### src/rtl/systolic_n_body_step_controller.sv
// systolic_n_body_step_controller
//
// Control sequencer for the 2x2 systolic n-body datapath. For each timestep
// it clears the acceleration accumulators, feeds every (i-block, j-block)
// tile pair into the cell array in row-major order, waits out the array
// latency, captures the accelerations, then walks the Verlet integrator
// over every body. It repeats for the requested number of timesteps.
//
// Ports:
//   clk          single rising-edge clock
//   rst          synchronous active-high reset
//   start        begin a run (sampled only in IDLE)
//   num_steps    timestep count, latched when start is accepted
//   abort        synchronous cancel of the current run
//   busy         high in every state except IDLE
//   done         one-cycle pulse on normal completion
//   acc_clear    clear accelerator partial sums
//   feed_valid   tile pair presented to the array this cycle
//   feed_i_blk   row block of the tile being fed (0 when not feeding)
//   feed_j_blk   column block of the tile being fed (0 when not feeding)
//   capture_acc  latch accelerations from the array
//   integ_en     integrator updates body integ_idx this cycle
//   integ_idx    body index for integration (0 when not integrating)
//   step_count   timesteps completed in the current or last run
module systolic_n_body_step_controller #(
  parameter  int unsigned NUM_BODIES = 4,
  parameter  int unsigned ARRAY_DIM  = 2,
  parameter  int unsigned PIPE_LAT   = 3,
  parameter  int unsigned STEP_W     = 16,
  localparam int unsigned BLKS       = NUM_BODIES / ARRAY_DIM,
  localparam int unsigned TILES      = BLKS * BLKS,
  localparam int unsigned BW         = (BLKS > 1) ? $clog2(BLKS) : 1,
  localparam int unsigned IW         = (NUM_BODIES > 1) ? $clog2(NUM_BODIES) : 1
) (
  input  logic              clk,
  input  logic              rst,
  input  logic              start,
  input  logic [STEP_W-1:0] num_steps,
  input  logic              abort,
  output logic              busy,
  output logic              done,
  output logic              acc_clear,
  output logic              feed_valid,
  output logic [BW-1:0]     feed_i_blk,
  output logic [BW-1:0]     feed_j_blk,
  output logic              capture_acc,
  output logic              integ_en,
  output logic [IW-1:0]     integ_idx,
  output logic [STEP_W-1:0] step_count
);

  // One phase counter is shared by FEED, DRAIN and INTEG; size it for the
  // longest of the three.
  localparam int unsigned MAXC0 = (TILES > PIPE_LAT) ? TILES : PIPE_LAT;
  localparam int unsigned MAXC  = (MAXC0 > NUM_BODIES) ? MAXC0 : NUM_BODIES;
  localparam int unsigned CW    = (MAXC > 1) ? $clog2(MAXC) : 1;

  localparam logic [CW-1:0] FEED_LAST  = CW'(TILES - 1);
  localparam logic [CW-1:0] DRAIN_LAST = CW'(PIPE_LAT - 1);
  localparam logic [CW-1:0] INTEG_LAST = CW'(NUM_BODIES - 1);
  localparam logic [BW-1:0] J_LAST     = BW'(BLKS - 1);

  typedef enum logic [2:0] {
    S_IDLE,
    S_CLEAR,
    S_FEED,
    S_DRAIN,
    S_CAPTURE,
    S_INTEG,
    S_DONE
  } state_t;

  state_t            r_state;
  state_t            w_state_nxt;
  logic [CW-1:0]     r_cnt;
  logic [BW-1:0]     r_i_blk;
  logic [BW-1:0]     r_j_blk;
  logic [STEP_W-1:0] r_num;
  logic [STEP_W-1:0] r_step;
  logic [STEP_W-1:0] w_step_inc;
  logic              w_integ_last;

  assign w_step_inc   = r_step + STEP_W'(1);
  assign w_integ_last = (r_state == S_INTEG) && (r_cnt == INTEG_LAST);

  always_comb begin
    w_state_nxt = r_state;
    unique case (r_state)
      S_IDLE:    if (start) w_state_nxt = (num_steps == '0) ? S_DONE : S_CLEAR;
      S_CLEAR:   w_state_nxt = S_FEED;
      S_FEED:    if (r_cnt == FEED_LAST) w_state_nxt = S_DRAIN;
      S_DRAIN:   if (r_cnt == DRAIN_LAST) w_state_nxt = S_CAPTURE;
      S_CAPTURE: w_state_nxt = S_INTEG;
      // Equality test against the incremented count, so an all-ones
      // num_steps finishes before r_step could ever wrap.
      S_INTEG:   if (r_cnt == INTEG_LAST)
                   w_state_nxt = (w_step_inc == r_num) ? S_DONE : S_CLEAR;
      S_DONE:    w_state_nxt = S_IDLE;
      default:   w_state_nxt = S_IDLE;
    endcase
    if (abort && (r_state != S_IDLE)) w_state_nxt = S_IDLE;
  end

  always_ff @(posedge clk) begin
    if (rst) begin
      r_state <= S_IDLE;
      r_cnt   <= '0;
      r_i_blk <= '0;
      r_j_blk <= '0;
      r_num   <= '0;
      r_step  <= '0;
    end else begin
      r_state <= w_state_nxt;

      // Phase counters restart on every state change so each counted state
      // begins at index 0.
      if (w_state_nxt != r_state) begin
        r_cnt   <= '0;
        r_i_blk <= '0;
        r_j_blk <= '0;
      end else if ((r_state == S_FEED) || (r_state == S_DRAIN) ||
                   (r_state == S_INTEG)) begin
        r_cnt <= r_cnt + CW'(1);
        if (r_state == S_FEED) begin
          if (r_j_blk == J_LAST) begin
            r_j_blk <= '0;
            r_i_blk <= r_i_blk + BW'(1);
          end else begin
            r_j_blk <= r_j_blk + BW'(1);
          end
        end
      end

      if ((r_state == S_IDLE) && start) begin
        r_num  <= num_steps;
        r_step <= '0;
      end else if (w_integ_last) begin
        r_step <= w_step_inc;
      end
    end
  end

  // Strobes decode straight from the state register, so an abort or reset
  // edge drops them all in the very next cycle and they can never overlap.
  assign busy        = (r_state != S_IDLE);
  assign done        = (r_state == S_DONE);
  assign acc_clear   = (r_state == S_CLEAR);
  assign feed_valid  = (r_state == S_FEED);
  assign capture_acc = (r_state == S_CAPTURE);
  assign integ_en    = (r_state == S_INTEG);
  assign feed_i_blk  = feed_valid ? r_i_blk : '0;
  assign feed_j_blk  = feed_valid ? r_j_blk : '0;
  assign integ_idx   = integ_en ? r_cnt[IW-1:0] : '0;
  assign step_count  = r_step;

endmodule

### config.mk
export PLATFORM = sky130hd
export DESIGN_NAME = systolic_n_body_step_controller
export DESIGN_NICKNAME = d
export VERILOG_FILES = /design/src/rtl/systolic_n_body_step_controller.sv
export SDC_FILE = /design/constraint.sdc
export NUM_CORES = 1
export LEC_CHECK = 0
export ABC_AREA = 1
export CELL_PAD_IN_SITES_DETAIL_PLACEMENT = 0
export CELL_PAD_IN_SITES_GLOBAL_PLACEMENT = 1
export CORE_MARGIN = 2
export CORE_UTILIZATION = 32
export DETAILED_ROUTE_END_ITERATION = 12
export PLACE_DENSITY = 0.83
export SLEW_MARGIN = 20
export SYNTH_ARGS = -nofsm -noshare
export SYNTH_HDL_FRONTEND = slang
export SYNTH_SLANG_ARGS = --single-unit
### constraint.sdc
create_clock -name clk -period 1.95 [get_ports clk]
set_clock_uncertainty 0.15 [all_clocks]
set_input_delay 0.195 -clock clk [delete_from_list [all_inputs] [get_ports clk]]
set_output_delay 0.195 -clock clk [all_outputs]
set_load 0.03 [all_outputs]
### Selected gate families, run 1

Bar = 20 µm.
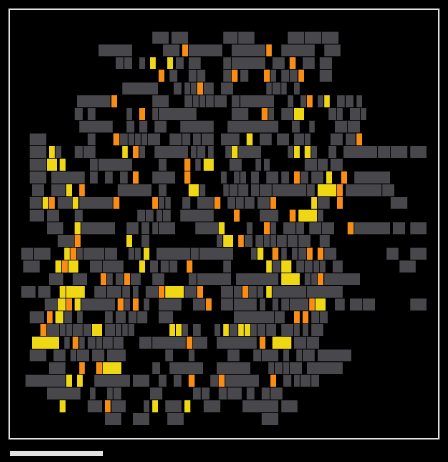
| family | color | cells | most used |
|---|---|---|---|
| inverters | orange | 64 | inv_1 |
| NOR gates | yellow | 56 | nor2_1 |
Layout Cells excl Fill: 599
most frequent logic cell in the layout: nand2_1
Comb area share: 40.6%

### Register map, names as in the netlist, run 1

Bar = 20 µm. Other sequential cells in the stronger gray, the rest of the logic in the fainter gray.
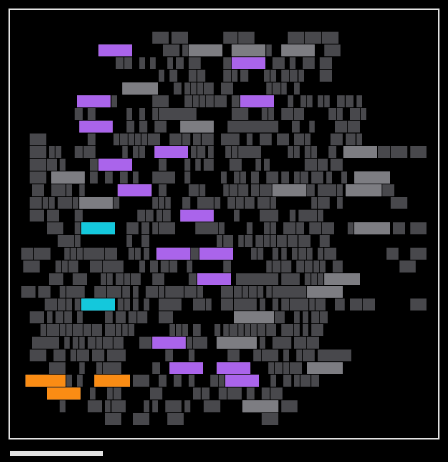
| signal | color | sequential cells |
|---|---|---|
| `r_cnt` | cyan | 2 |
| `r_num` | purple | 16 |
| `r_state` | orange | 3 |
flop share of the area: 21.8%
final core occ: 50.2%

### Placed standard cells, run 1

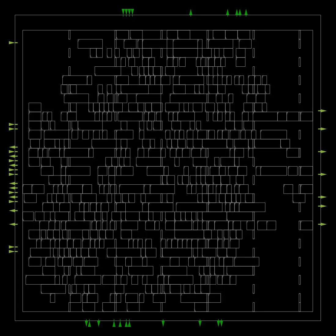
# rows: 31
Tap Cells: 99
core area: 7330 µm²

run 1: synthesized netlist by cell type, types with 2 or more instances:
cell / instances
nand2_1: 98
inv_1: 62
nor2_1: 42
nand3_1: 41
dfxtp_1: 39
o21ai_0: 29
a21oi_1: 25
clkbuf_1: 7
nor2_2: 7
nand2_2: 6
nand4_1: 6
xor2_1: 6
o211ai_1: 5
nor2_4: 4
ha_1: 3
nor3_1: 3
nand3_2: 2
run 1: layout make-up:
cell class | instances | area [µm²]
clock buffers | 5 | 68.8
clock inverters | 3 | 43.8
fillers | 748 | 3650
inverters | 64 | 240
multi-input cells | 285 | 1490
flip-flops and latches | 39 | 803
well taps | 99 | 124
repair buffers | 104 | 905
run 1: per-layer routing:
layer	wire length, µm	GRT usage [%]
met4	61	4.29
met3	279	2.63
met2	3240	27.8
met1	3470	22.9
met5	0	0
==> results.ini, run 1 <==
[cells_and_area]
design_area_um2=3680
final_cell_mix=nand2_1, inv_1, buf_4, nand3_1, nor2_1
syn2layout_area_growth_pct=49.7
drive_above_1_share_pct=24.8
diodes=0

[synth]
xor_share_pct=3.06
postSynth.asyncResetShare_pct=0
ys_chip_area_um2=2460
syn_area_per_cell_um2=6.22
synth_cells=395
edf_count=0
synth.distinct_cells=27
area_leaders=dfxtp_1, nand2_1, inv_1
synth_top_area_share_pct=31.8
logic_family=simple AND/OR/NAND/NOR gates
yosys_warnings=0
synth_flops=39
synth_top_cell_by_area=dfxtp_1
compound_area_share_pct=13.9

[final_timing]
rsz0062_at_grt=true
period_used_pct=122
setup_viol=7
finalHoldViolCount=0
tns_ps=-2430
tightest_slew_ps=326
setup_ws_ps=-425
timing.fmax_mhz=421
worst_hold_slack_ps=311

[power]
clkPwrFrac_pct=35.7
clock_net_power_w=0.000697
powerComb_w=0.000392
powerDensity_nw_per_um2=532
combPwrFrac_pct=20.0
internal-power_w=0.00139
sequentialPowerShare_pct=44.3
p_switching_w=0.000566
peakVddDrop_v=0.000315
total_leakage_power_nw=1.67
power.total_w=0.00196

[setup_path]
path_max_fanout=7
rr_endpoint=r_i_blk$_SDFFE_PP0P_
critPathCaptureType=register
cp_common_cell=nand2_1
worstPathRequired_ps=2040
setup.worst_path.end=r_i_blk$_SDFFE_PP0P_
reg2reg_slack_ps=-430
path_buffers=1
cpMaxStageDelayCell=dfxtp_4
cp.arrival_ps=2470
max_stage_delay_ps=390
r2r_start=step_count[1]$_SDFFE_PP0P_
critPathLaunchType=register
startpoint=step_count[1]$_SDFFE_PP0P_

[clock_network]
cts_hold_repair.buffers=0
cts.sinks=39
cts_setup_buffers=2
cts_tree=done
clockBufferDepth=2
cts_resized=12
root_buffer=clkbuf_8
clkTransAtPathRegs_ps=90
cts_buffers=5
worstSkewPairLatency_ps=300

[floorplanning]
die_area_um2=8390
dieHeight_um=91.6
fp_util_pct=33.5
die_x_um=91.6

[place]
portBuffers=45
place_congestion=0.850
postPlaceCellArea_um2=3450
hpwl_um=5560
dp_slack_ps=-418
dp_cells=587

[global_route]
antenna_found_initial=0
grt_max_degree=25
grt_pass1_vias=2506
grt_pass1_wl_um=11500

[drt]
vias=2767
viasPerCell=4.62
drc=0
wl_um=7060
wl_per_cell_um=11.8
final_antenna_net_count=0

[run]
warnings=30

[worst_hold_path]
hp-start=r_num[0]$_SDFFE_PP0P_
hold_path_end=r_num[0]$_SDFFE_PP0P_

[run_status]
status=finished with violations
violations=negative setup slack

==> run 2, diff against run 1 <==
CORE_ASPECT_RATIO = 0.6   (was unset)
GPL_TIMING_DRIVEN = 0   (was unset)
### Metal layers overlaid, run 2

Bar = 20 µm.
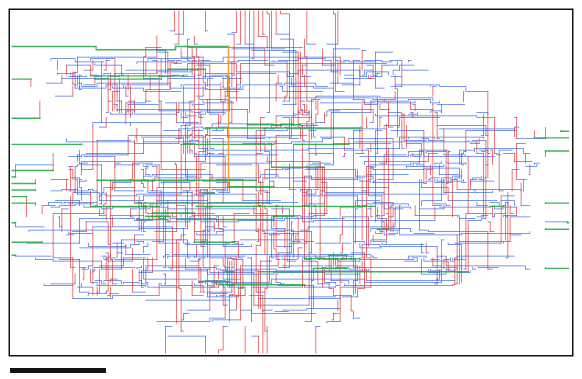
| layer | color | wire length |
|---|---|---|
| met2 | red | 2850 µm |
| met4 | orange | 29.2 µm |
| met3 | green | 535 µm |
| met1 | blue | 4110 µm |
Detailed Route WL: 7530 µm
total track usage: 18.1%
WL per Instance: 13.6 µm

==> results.ini, run 2 <==
[floorplanning]
fp_util_pct=33.4
num_rows=24
die_x_um=117
die_area_um2=8410
dieHeight_um=71.9

[clock_network]
clockBufferDepth=2
clkTransAtPathRegs_ps=60
cts_hold_repair.buffers=0
cts_tree=done
cts.sinks=39
cts_buffers=5
root_buffer=clkbuf_16
worstSkewPairLatency_ps=280

[synth]
ys_chip_area_um2=2460
synth_cells=395
top_cell=nand2_1
xor_share_pct=3.06
synth.distinct_cells=27
synth_top_area_share_pct=31.8
synth_top_cell_by_area=dfxtp_1
area_leaders=dfxtp_1, nand2_1, inv_1
postSynth.asyncResetShare_pct=0
synthTopCellsByCount=nand2_1, inv_1, nor2_1
compound_area_share_pct=13.9
edf_count=0
logic_family=simple AND/OR/NAND/NOR gates
syn_area_per_cell_um2=6.22

[cells_and_area]
clkbuf_count=5
dominant_cells=combinational gates
lay_top_count=nand2_1
sh_seq_area_pct=24.1
diodes=0
layout.nets=473
buf_share_pct=14.6
final_cell_mix=nand2_1, inv_1, nor2_1, nand3_1, clkdlybuf4s50_1
design_area_um2=3330
inverters=64
nMultiInputCombCells=286
sh_comb_area_pct=45.1
clockNetworkAreaShare_pct=5.07
logic_area_um2=1500
n_all_buffers=54

[final_timing]
finalHoldViolCount=0
setup_ws_ps=-438
setup_viol=8
period_used_pct=122
tightest_slew_ps=591

[power]
peakVddDrop_v=0.000359
internal-power_w=0.00158
p_switching_w=0.000602
total_leakage_power_nw=1.43
combPwrFrac_pct=16.7
powerComb_w=0.000365
clkPwrFrac_pct=43.4
sequentialPowerShare_pct=39.9

[drt]
drc=0
wl_met3_um=535
route.met2.wl_um=2850
top_layer=met4
viasPerCell=4.75
final_antenna_net_count=0
vias=2637
met1_length_um=4110

[setup_path]
cpMaxStageDelayCell=dfxtp_4
setup.worst_path.end=r_cnt[1]$_SDFFE_PP0N_
rr_endpoint=r_cnt[1]$_SDFFE_PP0N_
cp_common_cell=nand2_1
worstPathRequired_ps=2030
path_buffers=1
reg2reg_slack_ps=-440
critPathLaunchType=register
path_max_fanout=7
cp.arrival_ps=2460
max_stage_delay_ps=380

[run_status]
status=finished with violations
violations=negative setup slack

[run]
warnings=30

[place]
postPlaceCellArea_um2=3080
portBuffers=45
hpwl_um=5760
place_congestion=0.837

[global_route]
met2_usage_pct=23.6
grt_pass1_vias=2251
grt_max_degree=14
grt_util_met3_pct=3.81
antenna_found_initial=0
top_usage_layer=met1
grt_pass1_wl_um=11600
grt_use_met1_pct=29.9

[worst_hold_path]
hp-start=r_num[10]$_SDFFE_PP0P_
hold_path_end=r_num[10]$_SDFFE_PP0P_

### Placed standard cells, run 2

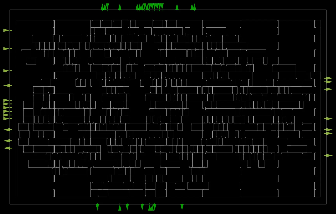
sequential cell count: 39
fill count: 772
core area: 7360 µm²
Layout Cells excl Fill: 555
Tap Cells: 104

## run 2: cell counts after synthesis
Identical to the previous run, type by type.
## run 2: stage by stage
step	setup WS (ps)	cells	hold WS (ps)	util (%)	TNS [ps]
finish	-438	555	322	45.3	-2010
global route	-612	555	344	45.3	-4430
CTS	-421	554	321	44.8	-2000
detailed placement	-541	544	308	41.9	-6570
global placement	-513	544	299	41.9	-6360
floorplan	-195	395	117	-	-778
## run 2: timing repair
| action | in CTS | in global routing |
|---|---|---|
| pin swaps | 6 | 5 |
| hold endpoints to repair | 0 | 0 |
| gates cloned | 0 | 1 |
| buffers inserted | 3 | 0 |
| setup endpoints to repair | 33 | 30 |
| resized | 33 | 24 |
## run 2: worst min-delay path, cell delays in order (launching register included)
cell and delay (ps):
dfxtp_1 330, inv_1 50, a21oi_1 50
==> run 3, diff against run 2 <==
PLACE_DENSITY = unset   (was 0.83)
PLACE_DENSITY_LB_ADDON = 0.1   (was unset)
### Metal layers overlaid, run 3

Bar = 20 µm.
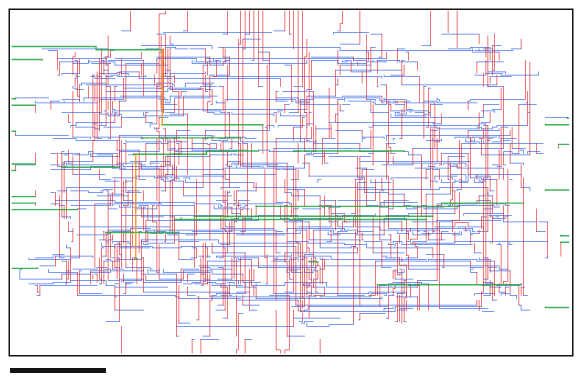
| layer | color | wire length |
|---|---|---|
| met2 | red | 3110 µm |
| met3 | green | 410 µm |
| met1 | blue | 4240 µm |
| met4 | orange | 37.4 µm |
total track usage: 19.6%
Via Count: 2676

==> results.ini, run 3 <==
[clock_network]
clkTransAtPathRegs_ps=60
clockBufferDepth=2
cts.sinks=39
cts_tree=done
h-tree-depth=2
cts_hold_repair.buffers=0
worstSkewPairLatency_ps=290
root_buffer=clkbuf_16
cts_buffers=5

[run]
warnings=30
max-cap-violations=0

[setup_path]
critPathCaptureType=register
max_stage_delay_ps=370
reg2reg_slack_ps=-460
worstPathRequired_ps=2030
setup.worst_path.end=r_i_blk$_SDFFE_PP0P_
r2r_start=step_count[1]$_SDFFE_PP0P_
crit_chain=ha_4 > nand2_4 > nor2_4 > buf_12 > nand3_4 > nand3_2 > nand2_1 > nor2_1 > nand2_1 > nor2_4 > nand3_2 > nand2_1 > nand2_1 > nand2_2 > nand2_2 > nand2_2 > nand2_2 > nor2_4 > nand2_4 > nor2_1
startpoint=step_count[1]$_SDFFE_PP0P_
critPathLaunchType=register
path_max_fanout=8
r2r_cells=20
rr_endpoint=r_i_blk$_SDFFE_PP0P_
worstSetupPathType=register to register
cpMaxStageDelayCell=dfxtp_4
cp.arrival_ps=2490

[final_timing]
timing.fmax_mhz=414
maxSlewViolCount=0
tns_ps=-2730
finalHoldViolCount=0
tightest_slew_ps=572
worst_hold_slack_ps=309
period_used_pct=124
setup_viol=17
rsz0062_at_grt=true
slew_headroom_pct=61.8
setup_ws_ps=-465
min_period_ps=2410

[power]
clock_net_power_w=0.00109
powerComb_w=0.000391
clkPwrFrac_pct=46.3
total_leakage_power_nw=1.51
pg_seq_w=0.000871
combPwrFrac_pct=16.6
power.group.top=the clock network
p_switching_w=0.000626
sequentialPowerShare_pct=37.1
p_sw_share_pct=26.7
powerDensity_nw_per_um2=667
internal-power_w=0.00172
power.total_w=0.00235
peakVddDrop_v=0.000344

[drt]
wl_per_cell_um=13.8
met1_length_um=4240
drc=0
wl_um=7800
viasPerCell=4.74
wl_met3_um=410
final_antenna_net_count=0
top_layer=met4
first_pass_iters=4
route.met2.wl_um=3110
drt-initial-drc-count=138

[synth]
synth_flops=39
ys_chip_area_um2=2460
syn-num-nets=418
mux_area_share_pct=0
ys_sh_adder_pct=1.53
area_leaders=dfxtp_1, nand2_1, inv_1
yosys_warnings=0
synth_top_area_share_pct=31.8
ys_cells=395
top_cell=nand2_1
synth_top_cell_by_area=dfxtp_1
postSynth.asyncResetShare_pct=0
syn_area_per_cell_um2=6.22
syn_area_um2=2460
synth.distinct_cells=27
edf_count=0
compound_area_share_pct=13.9
synthTopCellsByCount=nand2_1, inv_1, nor2_1
ys_seq_share_pct=31.8
ff_type=dfxtp_1
logic_family=simple AND/OR/NAND/NOR gates
xor_share_pct=3.06
synth-simple-area-share_pct=38.9
synth_cells=395

[global_route]
top_usage_layer=met1
grt_pass1_vias=2365
antenna_found_initial=0
grt_pass1_wl_um=12300
grt_use_met1_pct=31.9
grt-ovfl-total=0
met2_usage_pct=25.8
grt_max_degree=13
grt_util_met3_pct=4.23

[run_status]
status=finished with violations
violations=negative setup slack

[cells_and_area]
lay_top_count=nand2_1
fillers=784
final_cell_mix=nand2_1, inv_1, nor2_1, nand3_1, clkdlybuf4s50_1
design_area_um2=3520
layout.nets=483
diodes=0
logic_area_um2=1580
syn2layout_area_growth_pct=43.2
seqCellArea_um2=805
final_cells=565
drive_above_1_share_pct=20.4

[floorplanning]
num_rows=24
die_x_um=117
core_area_um2=7360
io-pin-count=46
fp_util_pct=33.4
die_area_um2=8410
dieHeight_um=71.9

[place]
postPlaceCellArea_um2=3080
hpwl_um=5920
dp_cells=544
place_congestion=0.804
dp_slack_ps=-558
portBuffers=45

[worst_hold_path]
hold_depth=2
hold_class=register to register
hp-start=r_num[0]$_SDFFE_PP0P_
hold_path_end=r_num[0]$_SDFFE_PP0P_

### Placed standard cells, run 3

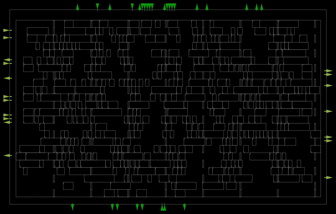
flop share of the area: 22.9%
final core occ: 47.8%

==> run 3: cell counts after synthesis <==
Identical to the previous run, type by type.
==> run 3: final cells by class <==
cell class                 instances  share of cell area [%]
buffer                             7                   0.854
clock inverter                     2                    1.71
multi-input combinational        285                    44.8
timing repair buffer              58                    15.5
tap                              104                    3.70
clock buffer                       6                    3.66
inverter                          64                    6.87
sequential                        39                    22.9
==> run 3: critical path: cells and delay by family, from the launching register on <==
kind / cells / cell delay (ps)
and+or+nand+nor: 18 / 1490
DFF: 1 / 370
adders and majority gates: 1 / 170
buffers and inverters: 1 / 150
==> run 3: repair_timing <==
action                                  4_1_cts  5_1_grt
cloned                                        0        0
pin swaps                                     4       20
buffers inserted                              7        6
endpoints found under the setup margin       33       31
resized                                      40       42

==> layout pictures side by side <==
Placement by cell class.
Bar = 20 µm. Fill, decap, tap and diode cells in gray.
Plate I
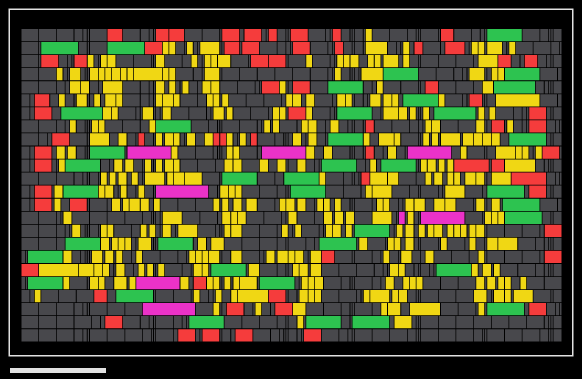
Plate II
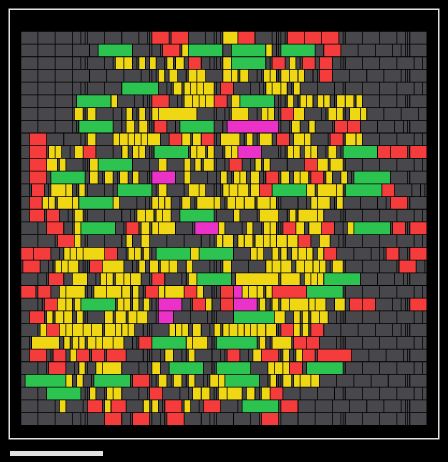
Plate III
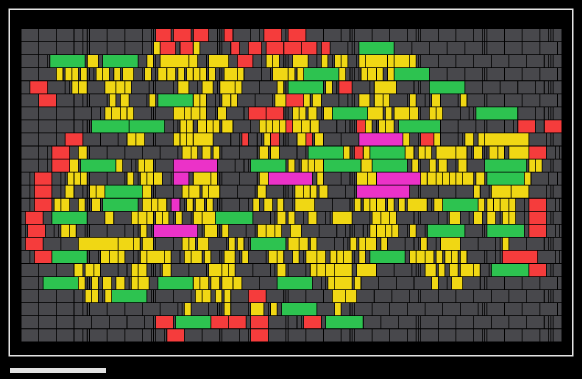
- Plate II = run 1
- Plate I = run 3
- Plate III = run 2

Key to Plate I:
| class | color | cells | share of their area |
|---|---|---|---|
| clock drivers and dummy loads | magenta | 8 | 5.6% |
| flip-flops | green | 39 | 24% |
| other buffers and delay cells | red | 65 | 17% |
| all other logic | yellow | 349 | 54% |

